`src/rtl/seg7_scan_mux.sv`:
```
// Multiplexed NUM_DIGITS-digit seven-segment scanner with frame-synchronous double-buffered BCD.
// Optional leading-zero blanking is enabled by defining SEG7_LEADING_ZERO_BLANK_EN.
module seg7_scan_mux #(
  parameter int NUM_DIGITS    = 4,
  parameter int REFRESH_COUNT = 4000,
  parameter int BLANK_CYCLES  = 16
) (
  input  logic                    clk,
  input  logic                    reset_n,
  input  logic [4*NUM_DIGITS-1:0] digits_in,
  input  logic                    load,
  output logic [6:0]              led_out,
  output logic [NUM_DIGITS-1:0]   digit_en,
  output logic                    frame_done
);

  localparam int MAXC = (REFRESH_COUNT > BLANK_CYCLES) ? REFRESH_COUNT : BLANK_CYCLES;
  localparam int CW   = (MAXC > 1) ? $clog2(MAXC) : 1;
  localparam int IW   = $clog2(NUM_DIGITS);

  localparam logic [CW-1:0] SHOW_LAST  = CW'(REFRESH_COUNT - 1);
  localparam logic [CW-1:0] BLANK_LAST = CW'(BLANK_CYCLES - 1);
  localparam logic [IW-1:0] IDX_LAST   = IW'(NUM_DIGITS - 1);

  typedef enum logic {
    ST_BLANK = 1'b0,
    ST_SHOW  = 1'b1
  } state_t;

  state_t                  state_q, state_d;
  logic [IW-1:0]           idx_q, idx_d;
  logic [CW-1:0]           cnt_q, cnt_d;
  logic [4*NUM_DIGITS-1:0] shadow_q, shadow_d;
  logic [4*NUM_DIGITS-1:0] active_q, active_d;
  logic                    pending_q, pending_d;
  logic [6:0]              led_q, led_d;
  logic [NUM_DIGITS-1:0]   en_q, en_d;
  logic                    done_q, done_d;
  logic                    wrap;
  logic                    blank_cur;
  logic [3:0]              nib [NUM_DIGITS];

  genvar gi;

  for (gi = 0; gi < NUM_DIGITS; gi++) begin : g_nib
    assign nib[gi] = active_q[4*gi +: 4];
  end

`ifdef SEG7_LEADING_ZERO_BLANK_EN
  // Digit k is suppressed when it and every more-significant digit are zero.
  logic [NUM_DIGITS-1:0] lz_blank;
  assign lz_blank[0] = 1'b0;
  for (gi = 1; gi < NUM_DIGITS; gi++) begin : g_lz
    assign lz_blank[gi] = (active_q[4*NUM_DIGITS-1:4*gi] == '0);
  end
  assign blank_cur = lz_blank[idx_d];
`else
  assign blank_cur = 1'b0;
`endif

  function automatic logic [6:0] seg7(input logic [3:0] v);
    case (v)
      4'd0:    seg7 = 7'b1111110;
      4'd1:    seg7 = 7'b0110000;
      4'd2:    seg7 = 7'b1101101;
      4'd3:    seg7 = 7'b1111001;
      4'd4:    seg7 = 7'b0110011;
      4'd5:    seg7 = 7'b1011011;
      4'd6:    seg7 = 7'b1011111;
      4'd7:    seg7 = 7'b1110000;
      4'd8:    seg7 = 7'b1111111;
      4'd9:    seg7 = 7'b1111011;
      default: seg7 = 7'b0000000;
    endcase
  endfunction

  always_comb begin
    state_d = state_q;
    idx_d   = idx_q;
    cnt_d   = cnt_q + CW'(1);
    wrap    = 1'b0;
    case (state_q)
      ST_BLANK: begin
        if (cnt_q == BLANK_LAST) begin
          state_d = ST_SHOW;
          cnt_d   = '0;
        end
      end
      ST_SHOW: begin
        if (cnt_q == SHOW_LAST) begin
          state_d = ST_BLANK;
          cnt_d   = '0;
          if (idx_q == IDX_LAST) begin
            idx_d = '0;
            wrap  = 1'b1;
          end else begin
            idx_d = idx_q + IW'(1);
          end
        end
      end
      default: begin
        state_d = ST_BLANK;
        cnt_d   = '0;
      end
    endcase
  end

  // A load coinciding with the frame wrap bypasses the shadow so it is not lost for a frame.
  always_comb begin
    shadow_d  = shadow_q;
    active_d  = active_q;
    pending_d = pending_q;
    if (wrap) begin
      if (load) begin
        shadow_d  = digits_in;
        active_d  = digits_in;
        pending_d = 1'b0;
      end else if (pending_q) begin
        active_d  = shadow_q;
        pending_d = 1'b0;
      end
    end else if (load) begin
      shadow_d  = digits_in;
      pending_d = 1'b1;
    end
  end

  // Outputs follow the next state; active_q only changes on edges that enter BLANK.
  always_comb begin
    led_d  = 7'b0000000;
    en_d   = '0;
    done_d = wrap;
    if (state_d == ST_SHOW) begin
      en_d  = {{(NUM_DIGITS-1){1'b0}}, 1'b1} << idx_d;
      led_d = blank_cur ? 7'b0000000 : seg7(nib[idx_d]);
    end
  end

  always_ff @(posedge clk or negedge reset_n) begin
    if (!reset_n) begin
      state_q   <= ST_BLANK;
      idx_q     <= '0;
      cnt_q     <= '0;
      shadow_q  <= '0;
      active_q  <= '0;
      pending_q <= 1'b0;
      led_q     <= 7'b0000000;
      en_q      <= '0;
      done_q    <= 1'b0;
    end else begin
      state_q   <= state_d;
      idx_q     <= idx_d;
      cnt_q     <= cnt_d;
      shadow_q  <= shadow_d;
      active_q  <= active_d;
      pending_q <= pending_d;
      led_q     <= led_d;
      en_q      <= en_d;
      done_q    <= done_d;
    end
  end

  assign led_out    = led_q;
  assign digit_en   = en_q;
  assign frame_done = done_q;

endmodule

```
`config.mk`:
```
export PLATFORM = sky130hd
export DESIGN_NAME = seg7_scan_mux
export DESIGN_NICKNAME = d
export VERILOG_FILES = /design/src/rtl/seg7_scan_mux.sv
export SDC_FILE = /design/constraint.sdc
export NUM_CORES = 1
export LEC_CHECK = 0
export CORE_ASPECT_RATIO = 0.7
export CORE_MARGIN = 2
export CORE_UTILIZATION = 46
export DETAILED_ROUTE_END_ITERATION = 16
export GPL_ROUTABILITY_DRIVEN = 0
export PLACE_DENSITY = 0.67
export REMOVE_ABC_BUFFERS = 1
export SYNTH_ARGS = -nofsm -noshare
export SYNTH_HDL_FRONTEND = slang
export SYNTH_SLANG_ARGS = --single-unit
export TNS_END_PERCENT = 50
```
`constraint.sdc`:
```
create_clock -name clk -period 3.5 [get_ports clk]
set_input_delay 0.35 -clock clk [delete_from_list [all_inputs] [get_ports clk]]
set_output_delay 0.35 -clock clk [all_outputs]
set_load 0.005 [all_outputs]
```
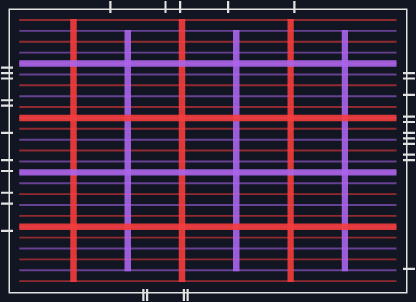
Fig. 1. PDN straps and rails (run 1).
(4 px per um) Pins as bars on the die edge.
- purple: VDD
- red: VSS
- met5 straps: 4
- met1 rails: 25
- rows: 24
Die Height: 70.5 um
Max VDD drop: 0.293 mV
Die Width: 99.0 um
CORE AREA: 6160 um2

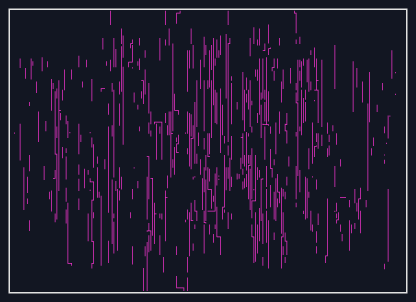
Fig. 2. The metal 2 layer (run 1).
(4 px per um)
- share of all routed wire: 40%
- nets with wire on the layer: 248
- wire length on this layer: 2110 um
- main direction: vertical
- longest straight run: 27.5 um
Vias: 1916
M2 GR Usage: 22.0%
total wire length: 5300 um

==> changes_impl.md, run 1 <==
## Flow update

- Top cells by area, synth: dfrtp_1 (52%), mux2_2 (13%), mux2i_1 (5.2%), ha_1 (3.0%), nor2_1 (2.3%)
- Setup Skew: 0.00600 ns
- Vias/cell: 5.35
- Most frequent logic cell in the layout: dfrtp_1
- Period minus WS final: 3.25 ns
- Crit path cell chain: ha_1, nand3_2, or4_1, mux2i_4, mux2i_1, mux2_2, ha_1, nand2_1, mux2i_1, or3_4, a21oi_2
- Crit-path leading delay family: simple AND/OR/NAND/NOR gates
- Req. time, crit path: 3.76 ns
- Ys async rst share: 100%
- Placed wire-length estimate: 3910 um
- Fin cells: 358
- Crit path arrival time: 3.51 ns
- DIE AREA: 6980 um2
- Pleak: 1.65 nW
- Inst Count DP: 342
- # DRC: 0
- CP peak stage delay: 0.70 ns
- Mux area share: 19.7%
- CTS Root Cell: clkbuf_8
- First-pass GRT wire length: 9340 um
- Fmax: 308 MHz
- Top cell area share: 51.7%
- First-pass DRT Iterations: 4
- Antenna Nets Post-Route: 0
- Setup tns final: 0 ns
- Vias in the first global route: 1870
- Yosys synthesis warning count: 0
- Max FO, Critical Path: 7
- Ant. Diodes: 0
- Clock slew at reported path FFs: 0.06 ns
- CTS Buf Count: 9
- Final setup violation count: 0
- Layout Nets: 301
- Post-route clock period utilization: 92.9%
- Kind of critical path: reg -> reg
- Total grt overflow: 0
- CP Capture Type: register
- Synth top cell by count: dfrtp_1
- I/O pin count: 31
- Avg Cell Area, Syn: 12.2 um2
- Share of layout cells above drive strength 1: 25.7%
- Flip-flops with a built-in enable: 0
- Unrepaired setup endpoints after global routing: false
- Worst Tran Pin Value: 0.767 ns
- Worst Hold Margin: 0.0862 ns
- # Cells Yosys: 238
- Adder Area Share: 3.01%
- Status: complete, no violations
- Main logic family: multiplexers
- Hold Vio Cnt, Final: 0
- Xor/xnor share: 3.01%
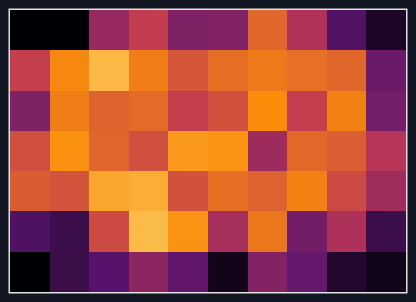
Fig. 3. Local utilization (run 1).
(4 px per um) 10 x 7 tiles, from black (low) to pale yellow (high), 0 to 100% covered.
- mean over tiles: 49%
- fullest tile: 85%
- tiles over 75% full: 13%
- nearly empty tiles: 4.3%
post-layout util: 57.1%
fp util: 47.2%

==> run 1: what timing repair did <==
item,4_1_cts,5_1_grt
gates resized,0,1
buffers inserted,0,0
setup endpoints to repair,0,2
==> run 1: routing by layer <==
metal / vias to the layer above / wire length, um / track usage, %
met4: 0 / 77 / 5.48
met1: 920 / 2820 / 27.1
met3: 10 / 291 / 5.51
met2: 55 / 2110 / 22.0
met5: - / 0 / 0
li1: 931 / - / -
==> run 1: power breakdown <==
group	switching (mW)	leakage (nW)	total [mW]	internal, mW
Sequential	0.00438	0.746	0.716	0.712
Combinational	0.0290	0.803	0.0641	0.0351
Clock	0.256	0.102	0.621	0.365
Total	0.289	1.65	1.40	1.11
==> run 1: path summary, 6_finish.rpt <==
| path | start | end | slack, ns | cells after the start |
|---|---|---|---|---|
| worst max register to register | cnt_q[0]$_DFF_PN0_ | led_out[6]$_DFF_PN0_ | 0.25 | 11 |
| worst max-delay path | cnt_q[0]$_DFF_PN0_ | led_out[6]$_DFF_PN0_ | 0.25 | 11 |
| worst min-delay path | reset_n | cnt_q[8]$_DFF_PN0_ | 0.09 | 1 |
| worst min register to register | cnt_q[0]$_DFF_PN0_ | cnt_q[0]$_DFF_PN0_ | 0.49 | 1 |
| max in group asynchronous | reset_n | shadow_q[0]$_DFFE_PN0P_ | 2.58 | 2 |
| min in group clk | cnt_q[0]$_DFF_PN0_ | cnt_q[0]$_DFF_PN0_ | 0.49 | 1 |
==> run 1: area by class of cell <==
cell class                 count  area, um2
clock buffer                  12        155
clock inverter                 4       47.5
fill                         525       2640
inverter                       6       22.5
multi-input combinational    162       1350
sequential                    60       1500
tap                           78       97.6
timing repair buffer          36        340
==> inputs of run 2 (changes only) <==
Settings changed: DONT_BUFFER_PORTS from default to 1, PLACE_DENSITY 0.67 to default.
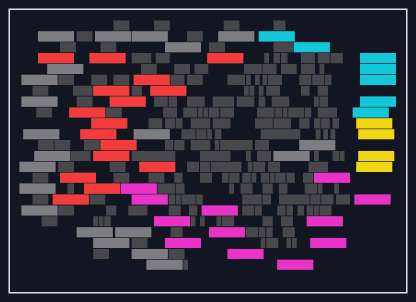
Fig. 4. Sequential cells coloured by netlist name (run 2).
(4 px per um)
- magenta: cnt_q (placed flops 12)
- cyan: led_out (placed flops 7; where top right)
- yellow: digit_en (placed flops 4; where right middle)
- red: active_q (placed flops 16)
post-layout util: 52.4%
Seq area share: 46.5%
sequential power: 715 uW

==> run 2 against run 1 <==
Cell count is 8.7% lower. Sequential share of layout area is 3.8 points higher. Count of clock-buffer cells in the layout is 3 lower. Via count is 6.1% lower. Core utilization is 4.6 points lower. Area after synthesis stayed put. Critical path depth is 1 lower. Die size stayed put. Global-route usage is 0.61 points lower. Flip-flop count stayed put. Critical path type unchanged.
==> changes_impl.md, run 2 <==
## Flow update

- CP Capture Type: register
- Top cells by area, synth: dfrtp_1 (52%), mux2_2 (13%), mux2i_1 (5.2%), ha_1 (3.0%), nor2_1 (2.3%)
- # fillers: 524 (-0.19%)
- Worst path depth: 10 (-1)
- Max FO, Critical Path: 7 (unchanged)
- DIE AREA: 6980 um2 (unchanged)
- Worst Setup SP: cnt_q[0]$_DFF_PN0_
- Vias: 1799 (-6.1%)
- Post-route clock period utilization: 94.8% (+1.9 points)
- Crit path cell chain: ha_1, nand3_2, or4_1, mux2i_4, mux2i_1, mux2_2, inv_1, ha_1, or3_1, a31oi_1
- Clock slew at reported path FFs: 0.07 ns (about the same)
- # DRC: 0 (unchanged)
- R2R setup slack: 0.18 ns (-0.07 ns)
- CTS Buf Count: 9 (unchanged)
- Share of layout cells above drive strength 1: 28.1% (+2.4 points)
- Flip-flops with a built-in enable: 0 (unchanged)
- Ys async rst share: 100% (unchanged)
- I/O pin count: 31 (unchanged)
- Setup tns final: 0 ns (unchanged)
- Top cell area share: 51.7% (unchanged)
- Hold Vio Cnt, Final: 0 (unchanged)
- Internal Power: 1.06 mW (-4.3%)
- Net Sw Frac: 23.3% (+2.6 points)
- CP peak stage delay: 0.71 ns (about the same)
- Die Width: 99.0 um (unchanged)
- Crit-path leading delay family: simple AND/OR/NAND/NOR gates
- Crit path capture: led_out[1]$_DFF_PN0_
- Worst Tran Pin Value: 0.793 ns (+0.0259 ns)
- Synth top cell by count: dfrtp_1
- Reg2reg start: cnt_q[0]$_DFF_PN0_
- FF+latch area: 1500 um2 (unchanged)
- Multi-input logic area: 1350 um2 (unchanged)
- Die Height: 70.5 um (unchanged)
- Req. time, crit path: 3.77 ns (about the same)
- Status: complete, no violations
- Pleak: 1.52 nW (-7.7%)
- Period minus WS final: 3.32 ns (+0.0680 ns)
- Total grt overflow: 0 (unchanged)
- CORE AREA: 6160 um2 (unchanged)
- Most frequent logic cell in the layout: dfrtp_1
- First-pass DRT Iterations: 4 (unchanged)
- Total wire length: 5300 um (about the same)
- Min-delay src: load
- Vias in the first global route: 1698 (-9.2%)
- Inst Count DP: 309 (-9.6%)
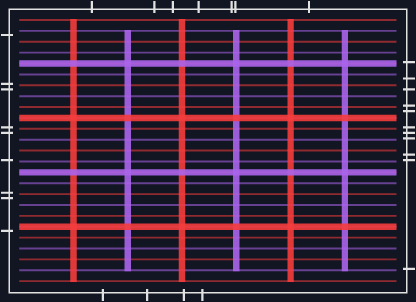
Fig. 5. PDN straps and rails (run 2).
(4 px per um) Pins as bars on the die edge.
- purple: VDD
- red: VSS
- met5 straps: 4
- rows: 24
- signal pins: 31
Max VDD drop: 0.345 mV

## run 2: netlist changes by cell type in the layout (fill, tap and decap cells not counted), sizes merged
cell	delta
clkbuf	-3
buf	-3
clkinv	-1
inv	+2
dlygate4sd3	+1
clkdlybuf4s50	-29
clkinvlp	+2
## run 2: cells by family after synthesis
group | synth area share, %
AOI/OAI and AO/OA | 5.90
xor gates and xnor gates | 3.01
adders and majority gates | 3.01
buffers and inverters | 2.20
DFF | 51.7
muxes | 19.7
and+or+nand+nor | 14.5
## run 2: worst register-to-register path: stages (launching register included)
cell and delay (ns):
dfrtp_1 0.39, ha_1 0.26, nand3_2 0.21, or4_1 0.71, mux2i_4 0.32, mux2i_1 0.24
mux2_2 0.27, inv_1 0.09, ha_1 0.21, or3_1 0.37, a31oi_1 0.17
## run 2: metal layers
metal | routed length (um) | global-route usage [%]
met1 | 2830 | 25.8
met2 | 2040 | 19.1
met3 | 345 | 7.21
met4 | 95 | 7.31
met5 | 0 | 0
## run 2: power groups by stage
stage	Combinational (mW)	Clock (mW)	Sequential [mW]
6_report	0.0439	0.627	0.715
5_1_grt	0.0508	0.670	0.716
4_1_cts	0.0464	0.642	0.715
3_5_place_dp	0.0272	0	0.729
3_3_place_gp	0.0273	0	0.728
2_1_floorplan	0.0228	0	0.727
## run 2: area by class of cell
cell class | count | area share [%]
sequential | 60 | 46.5
multi-input combinational | 162 | 41.7
clock buffer | 9 | 3.84
tap | 78 | 3.02
clock inverter | 7 | 2.33
timing repair buffer | 5 | 1.86
inverter | 6 | 0.698
## run 2: timing repair
action / CTS / global route
hold buffers: 2 / 0
resized: 0 / 1
hold endpoints to repair: 60 / 0
endpoints found under the setup margin: 0 / 2
buffers inserted: 0 / 0
==> inputs of run 3 (changes only) <==
Settings changed: GPL_ROUTABILITY_DRIVEN 0 to default, MAX_ROUTING_LAYER from default to met4.
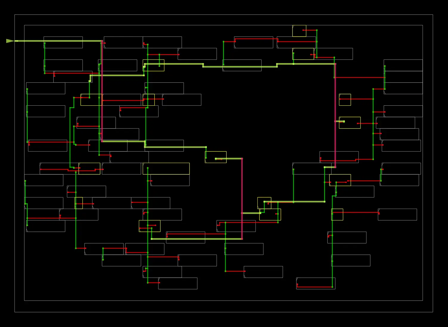
Fig. 6. Clock wiring as the flow saved it (run 3).
Clock net power: 627 uW
Late-Pin Clk Latency: 0.35 ns
CTS Buf Count: 9
Setup Skew: 0.00854 ns

==> run 3 against run 2 <==
Fmax rose by 0.32%. Sequential power barely moved. Flip-flop count did not move. Critical endpoint unchanged. Worst hold slack improved by 0.0022 ns. Clock skew rose by 0.00084 ns. Combinational power barely moved. Die size did not move. Clock power barely moved.
==> changes_impl.md, run 3 <==
## Flow update

- M3 GR Usage: 6.81% (-0.40 points)
- Vias: 1782 (-0.94%)
- Slew headroom: 46.2%
- Clock buffers: 9 (unchanged)
- Non-CTS inverters: 6 (unchanged)
- DIE AREA: 6980 um2 (unchanged)
- Combinational share of cell area: 41.7% (unchanged)
- #FFs+latches synth: 60
- Worst Tran Pin Value: 0.805 ns (+0.0115 ns)
- Hold Vio Cnt, Final: 0 (unchanged)
- Worst Setup SP: cnt_q[0]$_DFF_PN0_
- R2R setup slack: 0.19 ns (about the same)
- Status: complete, no violations
- Multi-input logic area: 1350 um2 (unchanged)
- Setup tns final: 0 ns (unchanged)
- Max FO, Critical Path: 7 (unchanged)
- Max VDD drop: 0.346 mV (+0.21%)
- Worst Reg-to-Reg Cells: 10
- Mi-comb count: 162 (unchanged)
- Clock-cell share: 6.16% (unchanged)
- Reg2reg start: cnt_q[0]$_DFF_PN0_
- CP Capture Type: register
- GRT Max-Usage Layer: met1
- # DRC: 0 (unchanged)
- Top cell area share: 51.7% (unchanged)
- Synth top cell by count: dfrtp_1
- Top cells by area, synth: dfrtp_1 (52%), mux2_2 (13%), mux2i_1 (5.2%), ha_1 (3.0%), nor2_1 (2.3%)
- Period minus WS final: 3.31 ns (-0.0107 ns)
- Total wire length: 5310 um (+0.19%)
- Share of layout cells above drive strength 1: 28.1% (unchanged)
- # fillers: 524 (unchanged)
- Ys async rst share: 100% (unchanged)
- Buffers outside the clock class: 5 (unchanged)
- Pleak: 1.52 nW (unchanged)
- I/O pin count: 31 (unchanged)
- Flip-flops with a built-in enable: 0 (unchanged)
- Post-route clock period utilization: 94.5% (-0.31 points)
- Req. time, crit path: 3.76 ns (about the same)
- Flip-flops: 60 (unchanged)
- Crit path capture: led_out[1]$_DFF_PN0_
- Hold buffers post-CTS: 2 (unchanged)
- Die Height: 70.5 um (unchanged)
- GRT met1 Usage: 26.2% (+0.45 points)
- Clock slew at reported path FFs: 0.07 ns (about the same)
- Min-delay src: load
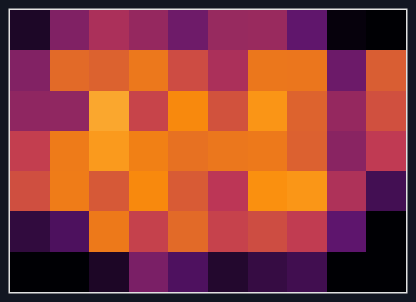
Fig. 7. Local utilization (run 3).
(4 px per um) 10 x 7 tiles, from black (low) to pale yellow (high), 0 to 100% covered.
- fullest tile: 81%
- nearly empty tiles: 10%
- mean over tiles: 45%
- tiles over 75% full: 7.1%
- emptiest ninth of the die: bottom right

## run 3: cell counts in the layout (fill, tap and decap cells not counted)
Identical to the previous run, type by type.
## run 3: power breakdown
part / switching (mW) / total [mW] / leakage, nW / internal (mW)
Combinational: 0.0228 / 0.0440 / 0.687 / 0.0212
Clock: 0.295 / 0.627 / 0.0923 / 0.331
Sequential: 0.00415 / 0.715 / 0.746 / 0.711
Total: 0.322 / 1.39 / 1.52 / 1.06
## run 3: critical path, stage by stage (launching register included)
cell     delay, ns
dfrtp_1       0.39
ha_1          0.25
nand3_2       0.21
or4_1         0.71
mux2i_4       0.31
mux2i_1       0.24
mux2_2        0.27
inv_1         0.09
ha_1          0.21
or3_1         0.37
a31oi_1       0.17
## run 3: logic make-up (layout without fill, tap and decap cells)
kind of cell             after synthesis  in the layout  synth area share [%]
adder cells (fa/ha/maj)                7              7                  3.01
multiplexers                          51             51                  19.7
XOR/XNOR                              10             10                  3.01
buffers and inverters                 16             27                  2.20
flip-flops                            60             60                  51.7
AND/OR/NAND/NOR                       70             70                  14.5
AND-OR/OR-AND                         24             24                  5.90
## run 3: per-stage QoR
step                std cells  area, um2  util [%]  power [mW]  hold slack [ns]
floorplan                 228       2870         -       0.750           0.0544
global placement          309       2990      48.5       0.756           0.0567
detailed placement        309       2990      48.5       0.756           0.0563
CTS                       327       3220      52.3        1.40            0.132
global route              327       3230      52.4        1.44            0.142
finish                    327       3230      52.4        1.39            0.147
## run 3: metal layers
| metal | wire, um | part of all wire [%] |
|---|---|---|
| met3 | 282 | 5.3 |
| met1 | 2910 | 55 |
| met2 | 2060 | 39 |
| met5 | 0 | 0 |
| met4 | 67 | 1.3 |
Power figures rest on the tool's default switching activity, not on a simulated workload.
